$ cat src/rtl/tpu_pkg.sv
// Shared constants for the 2x2 MMU tile path: widths, FSM encodings and
// element indices for the flattened operand/result buses.
package tpu_pkg;

  localparam int DATA_W_DEF = 8;
  localparam int ACC_W_DEF  = 16;
  localparam int FEED_STEPS = 3;

  typedef enum logic [1:0] {
    S_IDLE = 2'd0,
    S_FEED = 2'd1,
    S_WAIT = 2'd2,
    S_OUT  = 2'd3
  } state_e;

  // mat_flat element order
  localparam int A00 = 0;
  localparam int A01 = 1;
  localparam int A10 = 2;
  localparam int A11 = 3;
  localparam int B00 = 4;
  localparam int B01 = 5;
  localparam int B10 = 6;
  localparam int B11 = 7;

  // c_flat element order, also the serialisation order
  localparam int C00 = 0;
  localparam int C01 = 1;
  localparam int C10 = 2;
  localparam int C11 = 3;

endpackage

$ cat src/rtl/result_serializer.sv
// Captures the four MMU results on a strobe and emits them one per cycle.
// Optional signed clamp to the operand range when MMU_FEEDER_SAT_EN is defined.
module result_serializer
  import tpu_pkg::*;
#(
  parameter int DATA_W = DATA_W_DEF,
  parameter int ACC_W  = ACC_W_DEF
) (
  input  logic               clk,
  input  logic               rst,
  input  logic               capture_i,
  input  logic [4*ACC_W-1:0] c_flat_i,
  output logic [ACC_W-1:0]   res_out_o,
  output logic               res_valid_o,
  output logic               done_o
);

`ifdef MMU_FEEDER_SAT_EN
  localparam bit SAT_EN = 1'b1;
`else
  localparam bit SAT_EN = 1'b0;
`endif

  localparam logic signed [ACC_W-1:0] SAT_HI = ACC_W'((1 << (DATA_W - 1)) - 1);
  localparam logic signed [ACC_W-1:0] SAT_LO = ~SAT_HI;

  function automatic logic [ACC_W-1:0] cond(input logic [ACC_W-1:0] v);
    if (SAT_EN && ($signed(v) > SAT_HI)) return SAT_HI;
    if (SAT_EN && ($signed(v) < SAT_LO)) return SAT_LO;
    return v;
  endfunction

  logic [ACC_W-1:0] hold_q [4];
  logic             active_q;
  logic [1:0]       cnt_q;
  logic [ACC_W-1:0] res_out_q;
  logic             res_valid_q;
  logic             done_q;

  always_ff @(posedge clk or posedge rst) begin
    if (rst) begin
      for (int i = 0; i < 4; i++) hold_q[i] <= '0;
      active_q    <= 1'b0;
      cnt_q       <= '0;
      res_out_q   <= '0;
      res_valid_q <= 1'b0;
      done_q      <= 1'b0;
    end else begin
      res_out_q   <= '0;
      res_valid_q <= 1'b0;
      done_q      <= 1'b0;
      if (capture_i) begin
        hold_q[C00] <= cond(c_flat_i[C00*ACC_W +: ACC_W]);
        hold_q[C01] <= cond(c_flat_i[C01*ACC_W +: ACC_W]);
        hold_q[C10] <= cond(c_flat_i[C10*ACC_W +: ACC_W]);
        hold_q[C11] <= cond(c_flat_i[C11*ACC_W +: ACC_W]);
        active_q    <= 1'b1;
        cnt_q       <= '0;
      end else if (active_q) begin
        res_out_q   <= hold_q[cnt_q];
        res_valid_q <= 1'b1;
        done_q      <= (cnt_q == 2'(C11));
        cnt_q       <= cnt_q + 2'd1;
        if (cnt_q == 2'(C11)) active_q <= 1'b0;
      end
    end
  end

  assign res_out_o   = res_out_q;
  assign res_valid_o = res_valid_q;
  assign done_o      = done_q;

endmodule

$ cat src/rtl/mmu_feeder.sv
// Drives skewed A/B operands into a 2x2 systolic MMU, waits the array latency,
// then hands the results to result_serializer. Build option: MMU_FEEDER_SAT_EN.
//
//   state  | meaning
//   S_IDLE | waiting for a feed_en rising edge
//   S_FEED | three skewed operand steps, clear on step 0
//   S_WAIT | MMU_LAT cycles for the array to settle, capture on the last
//   S_OUT  | four results serialised, then back to idle
module mmu_feeder
  import tpu_pkg::*;
#(
  parameter int DATA_W  = DATA_W_DEF,
  parameter int ACC_W   = ACC_W_DEF,
  parameter int MMU_LAT = 2
) (
  input  logic                clk,
  input  logic                rst,
  input  logic                feed_en,
  input  logic [8*DATA_W-1:0] mat_flat,
  output logic [DATA_W-1:0]   a_row0,
  output logic [DATA_W-1:0]   a_row1,
  output logic [DATA_W-1:0]   b_col0,
  output logic [DATA_W-1:0]   b_col1,
  output logic                mmu_clear,
  input  logic [4*ACC_W-1:0]  c_flat,
  output logic [ACC_W-1:0]    res_out,
  output logic                res_valid,
  output logic                busy,
  output logic                done
);

  localparam logic [2:0] WAIT_LAST = 3'(MMU_LAT - 1);
  localparam logic [2:0] FEED_LAST = 3'(FEED_STEPS - 1);
  localparam logic [2:0] OUT_LAST  = 3'd4;

  state_e            state_q;
  logic [2:0]        step_q;
  logic              feed_en_q;
  logic              busy_q;
  logic              clear_q;
  logic [DATA_W-1:0] a_row0_q, a_row1_q, b_col0_q, b_col1_q;
  logic [DATA_W-1:0] m [8];
  logic              capture;

  always_comb begin
    for (int i = 0; i < 8; i++) m[i] = mat_flat[i*DATA_W +: DATA_W];
  end

  assign capture = (state_q == S_WAIT) && (step_q == WAIT_LAST);

  always_ff @(posedge clk or posedge rst) begin
    if (rst) begin
      state_q   <= S_IDLE;
      step_q    <= '0;
      feed_en_q <= 1'b0;
      busy_q    <= 1'b0;
      clear_q   <= 1'b0;
      a_row0_q  <= '0;
      a_row1_q  <= '0;
      b_col0_q  <= '0;
      b_col1_q  <= '0;
    end else begin
      feed_en_q <= feed_en;
      clear_q   <= 1'b0;
      a_row0_q  <= '0;
      a_row1_q  <= '0;
      b_col0_q  <= '0;
      b_col1_q  <= '0;
      step_q    <= step_q + 3'd1;
      unique case (state_q)
        S_IDLE: begin
          step_q <= '0;
          if (feed_en && !feed_en_q) begin
            state_q  <= S_FEED;
            busy_q   <= 1'b1;
            clear_q  <= 1'b1;
            a_row0_q <= m[A00];
            b_col0_q <= m[B00];
          end
        end
        S_FEED: begin
          // step_q names the step already on the pins; load the next one
          if (step_q == 3'd0) begin
            a_row0_q <= m[A01];
            a_row1_q <= m[A10];
            b_col0_q <= m[B10];
            b_col1_q <= m[B01];
          end else if (step_q == 3'd1) begin
            a_row1_q <= m[A11];
            b_col1_q <= m[B11];
          end
          if (step_q == FEED_LAST) begin
            state_q <= S_WAIT;
            step_q  <= '0;
          end
        end
        S_WAIT: begin
          if (capture) begin
            state_q <= S_OUT;
            step_q  <= '0;
          end
        end
        S_OUT: begin
          if (step_q == OUT_LAST) begin
            state_q <= S_IDLE;
            step_q  <= '0;
            busy_q  <= 1'b0;
          end
        end
        default: begin
          state_q <= S_IDLE;
          step_q  <= '0;
        end
      endcase
    end
  end

  result_serializer #(
    .DATA_W(DATA_W),
    .ACC_W (ACC_W)
  ) u_ser (
    .clk        (clk),
    .rst        (rst),
    .capture_i  (capture),
    .c_flat_i   (c_flat),
    .res_out_o  (res_out),
    .res_valid_o(res_valid),
    .done_o     (done)
  );

  assign a_row0    = a_row0_q;
  assign a_row1    = a_row1_q;
  assign b_col0    = b_col0_q;
  assign b_col1    = b_col1_q;
  assign mmu_clear = clear_q;
  assign busy      = busy_q;

endmodule

$ cat config.mk
export PLATFORM = sky130hd
export DESIGN_NAME = mmu_feeder
export DESIGN_NICKNAME = d
export VERILOG_FILES = /design/src/rtl/tpu_pkg.sv /design/src/rtl/result_serializer.sv /design/src/rtl/mmu_feeder.sv
export SDC_FILE = /design/constraint.sdc
export NUM_CORES = 1
export LEC_CHECK = 0
export CAP_MARGIN = 20
export CORE_ASPECT_RATIO = 1.2
export CORE_MARGIN = 1.5
export CORE_UTILIZATION = 40
export CTS_BUF_LIST = sky130_fd_sc_hd__clkbuf_16
export DETAILED_ROUTE_END_ITERATION = 12
export GPL_ROUTABILITY_DRIVEN = 0
export GPL_TIMING_DRIVEN = 0
export PLACE_DENSITY_LB_ADDON = 0.2
export SLEW_MARGIN = 5
export SYNTH_ARGS = -nofsm -noshare
export SYNTH_HDL_FRONTEND = slang
export SYNTH_SLANG_ARGS = --single-unit
$ cat constraint.sdc
create_clock -name clk -period 5.5 [get_ports clk]
set_input_delay 1.1 -clock clk [delete_from_list [all_inputs] [get_ports clk]]
set_output_delay 1.1 -clock clk [all_outputs]
set_load 0.01 [all_outputs]
==> flow_metrics.env <==
# source this file to load flow results
export IMPL_power_leakage_nw=3.71
export IMPL_num_fill_cells=1065
export IMPL_slew_headroom=0.646
export IMPL_tapCellCount=164
export IMPL_switching_share=0.313
export IMPL_fin_util=0.617
export IMPL_critical_path_cell_chain="clkdlybuf4s50_1"
export IMPL_place_inst=830
export IMPL_buffer_area_frac=0.259
export IMPL_antenna_found_initial=0
export IMPL_ys_seq_frac=0.598
export IMPL_cp_data_required_time_ps=4400
export IMPL_synth_cells=483
export IMPL_signal_buffers=213
export IMPL_grt_max_degree=89
export IMPL_startpoint="busy"
export IMPL_cts_hold_buffers=0
export IMPL_drc=0
export IMPL_start_kind="flop"
export IMPL_syn_area_sq_um=5240
export IMPL_cts_root_buf="clkbuf_16"
export IMPL_min_to="u_ser.hold_q[7]"
export IMPL_slowest_stage="clkdlybuf4s50_1"
export IMPL_period_used=0.445
export IMPL_rsz0062_at_grt="no"
export IMPL_worst_hold_startpoint="u_ser.hold_q[7]"
export IMPL_yosysWarningCount=0
export IMPL_viasPerCell=4.92
export IMPL_r2r_setup_slack_ps=3650
export IMPL_finalSetupTns_ps=0
export IMPL_stdcell_count=862
export IMPL_status="complete, no violations"
export IMPL_crit_end="busy"
export IMPL_dp_hpwl_mm=9.74
export IMPL_ys_top_logic_family="simple AND/OR/NAND/NOR gates"
export IMPL_seq_share=0.398
export IMPL_synthArstFlopShare=1.00
export IMPL_clk_pin_slew_ps=50
export IMPL_die_w_um=107
export IMPL_path_delay_family="buffers and inverters"
export IMPL_synth_cell_types=32
export IMPL_setup_violations=0
export IMPL_cp_data_arrival_time_ps=1350
export IMPL_xor_area_frac=0.00335
export IMPL_crit_cells=1
export IMPL_grt_pass1_wl_mm=21.6
export IMPL_die_area_sq_um=13800
export IMPL_comb_share=0.241
export IMPL_flops=125
export IMPL_htree_levels=4
export IMPL_synth_area_mux_share=0.0729
export IMPL_postPlaceCellArea_sq_um=7290
export IMPL_place_ws_ps=2780
export IMPL_worstSkewPairLatency_ps=410
export IMPL_cap_viol_max_count=0
export IMPL_p_int_mw=2.82
export IMPL_finalCriticalPeriod_ps=2450
export IMPL_cp_max_fo=3
export IMPL_boundaryPins=183
export IMPL_synthFlopType="dfrtp_1"
export IMPL_layout_area_seq_sq_um=3130
export IMPL_ys_area_sq_um=5240
export IMPL_hold_class="flop to flop"
export IMPL_timing_final_ws_setup_ps=3050
export IMPL_aoi_share=0.0621
export IMPL_hold_ws_ps=469
export IMPL_final_cell_area_sq_um=7850
export IMPL_final_nets=825
export IMPL_edf_count=0
export IMPL_clkCellAreaFrac=0.0709
export IMPL_ys_seq_elements=125
export IMPL_end_kind="output port"
export IMPL_grt_pass1_vias=4503
export IMPL_timing_rr_start="state_q[0]"
export IMPL_cts_resized=0
export IMPL_track_usage=0.206
export IMPL_fin_skew_ps=8.25
export IMPL_portBuffers=182
export IMPL_r2r_cells=6
export IMPL_switching_power_mw=1.28
export IMPL_crit_type="flop to output port"
export IMPL_dieHeight_um=128
export IMPL_hold_depth=2
export IMPL_drive_gt1_frac=0.103
export IMPL_ys_cells=483
export IMPL_tightest_slew_ps=530
export IMPL_cts_sinks=125
export IMPL_largest_class="registers"
export IMPL_total_power_mw=4.10
export IMPL_antenna_cells=0
export IMPL_wl_mm=13.5
export IMPL_vias=4241
export IMPL_drtIter0Drc=169
export IMPL_fp_nets=623
export IMPL_clockBufferDepth=2
## cells in the final DEF, fill, tap and decap left out, types with 16 or more instances in the layout
cell type | Yosys | routed
nor2b_1 | 17 | 17
nand2_1 | 197 | 197
clkbuf_16 | 0 | 17
dfrtp_1 | 125 | 125
a22o_1 | 16 | 16
mux4_2 | 16 | 16
buf_2 | 16 | 16
clkdlybuf4s50_1 | 0 | 182
a22oi_1 | 16 | 16
and3_1 | 18 | 18
## power groups by stage
stage / logic (mW) / clock network, mW / registers [mW]
global placement: 1.50 / 0 / 1.51
global route: 1.70 / 1.11 / 1.55
detailed placement: 1.55 / 0 / 1.52
CTS: 1.56 / 1.07 / 1.51
finish: 1.53 / 1.05 / 1.51
floorplan: 0.885 / 0 / 1.54
## layer usage
layer	vias up	track usage	routed length (um)
li1	1994	-	-
met1	2061	0.230	5000
met2	160	0.368	7230
met3	26	0.0620	990
met4	0	0.0820	250
met5	-	0	0
## state kept, by name (all words and copies together), names as in the netlist
register / flops
a_row1: 8
u_ser.active_q: 1
feed_en_q: 1
a_row0: 8
state_q: 2
mmu_clear: 1
u_ser.res_valid_o: 1
busy: 1
step_q: 3
u_ser.cnt_q: 2
u_ser.res_out_o: 16
u_ser.hold_q: 64
b_col0: 8
u_ser.done_o: 1
b_col1: 8
## synthesized netlist by cell type, types with 2 or more instances
master	n
o21ai_0	2
buf_2	16
a22oi_1	16
xnor2_1	2
mux4_2	16
a22o_1	16
a21oi_1	2
buf_6	6
nor2_1	8
clkbuf_1	7
and3_1	18
nand2_1	197
nor2b_1	17
ha_1	9
dfrtp_1	125
inv_1	9
nand2b_1	2
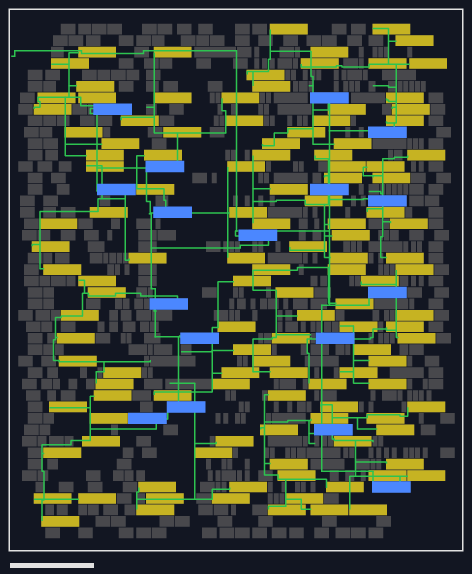
clk_routes.png
Scale bar: 20 um.
- clock drivers: blue (count 17)
- flip-flops: yellow (count 125)
- clock wires: green (length 1610 um)
- routed clock nets: 18

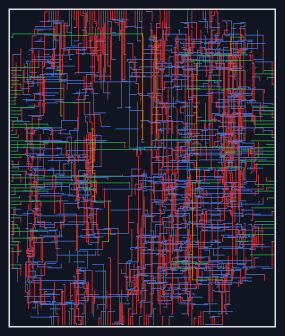
wires.png
- metal 4: orange (wire length 251 um)
- metal 1: blue (wire length 5000 um)
- metal 3: green (wire length 991 um)
- metal 2: red (wire length 7230 um)

Power figures rest on the tool's default switching activity, not on a simulated workload.
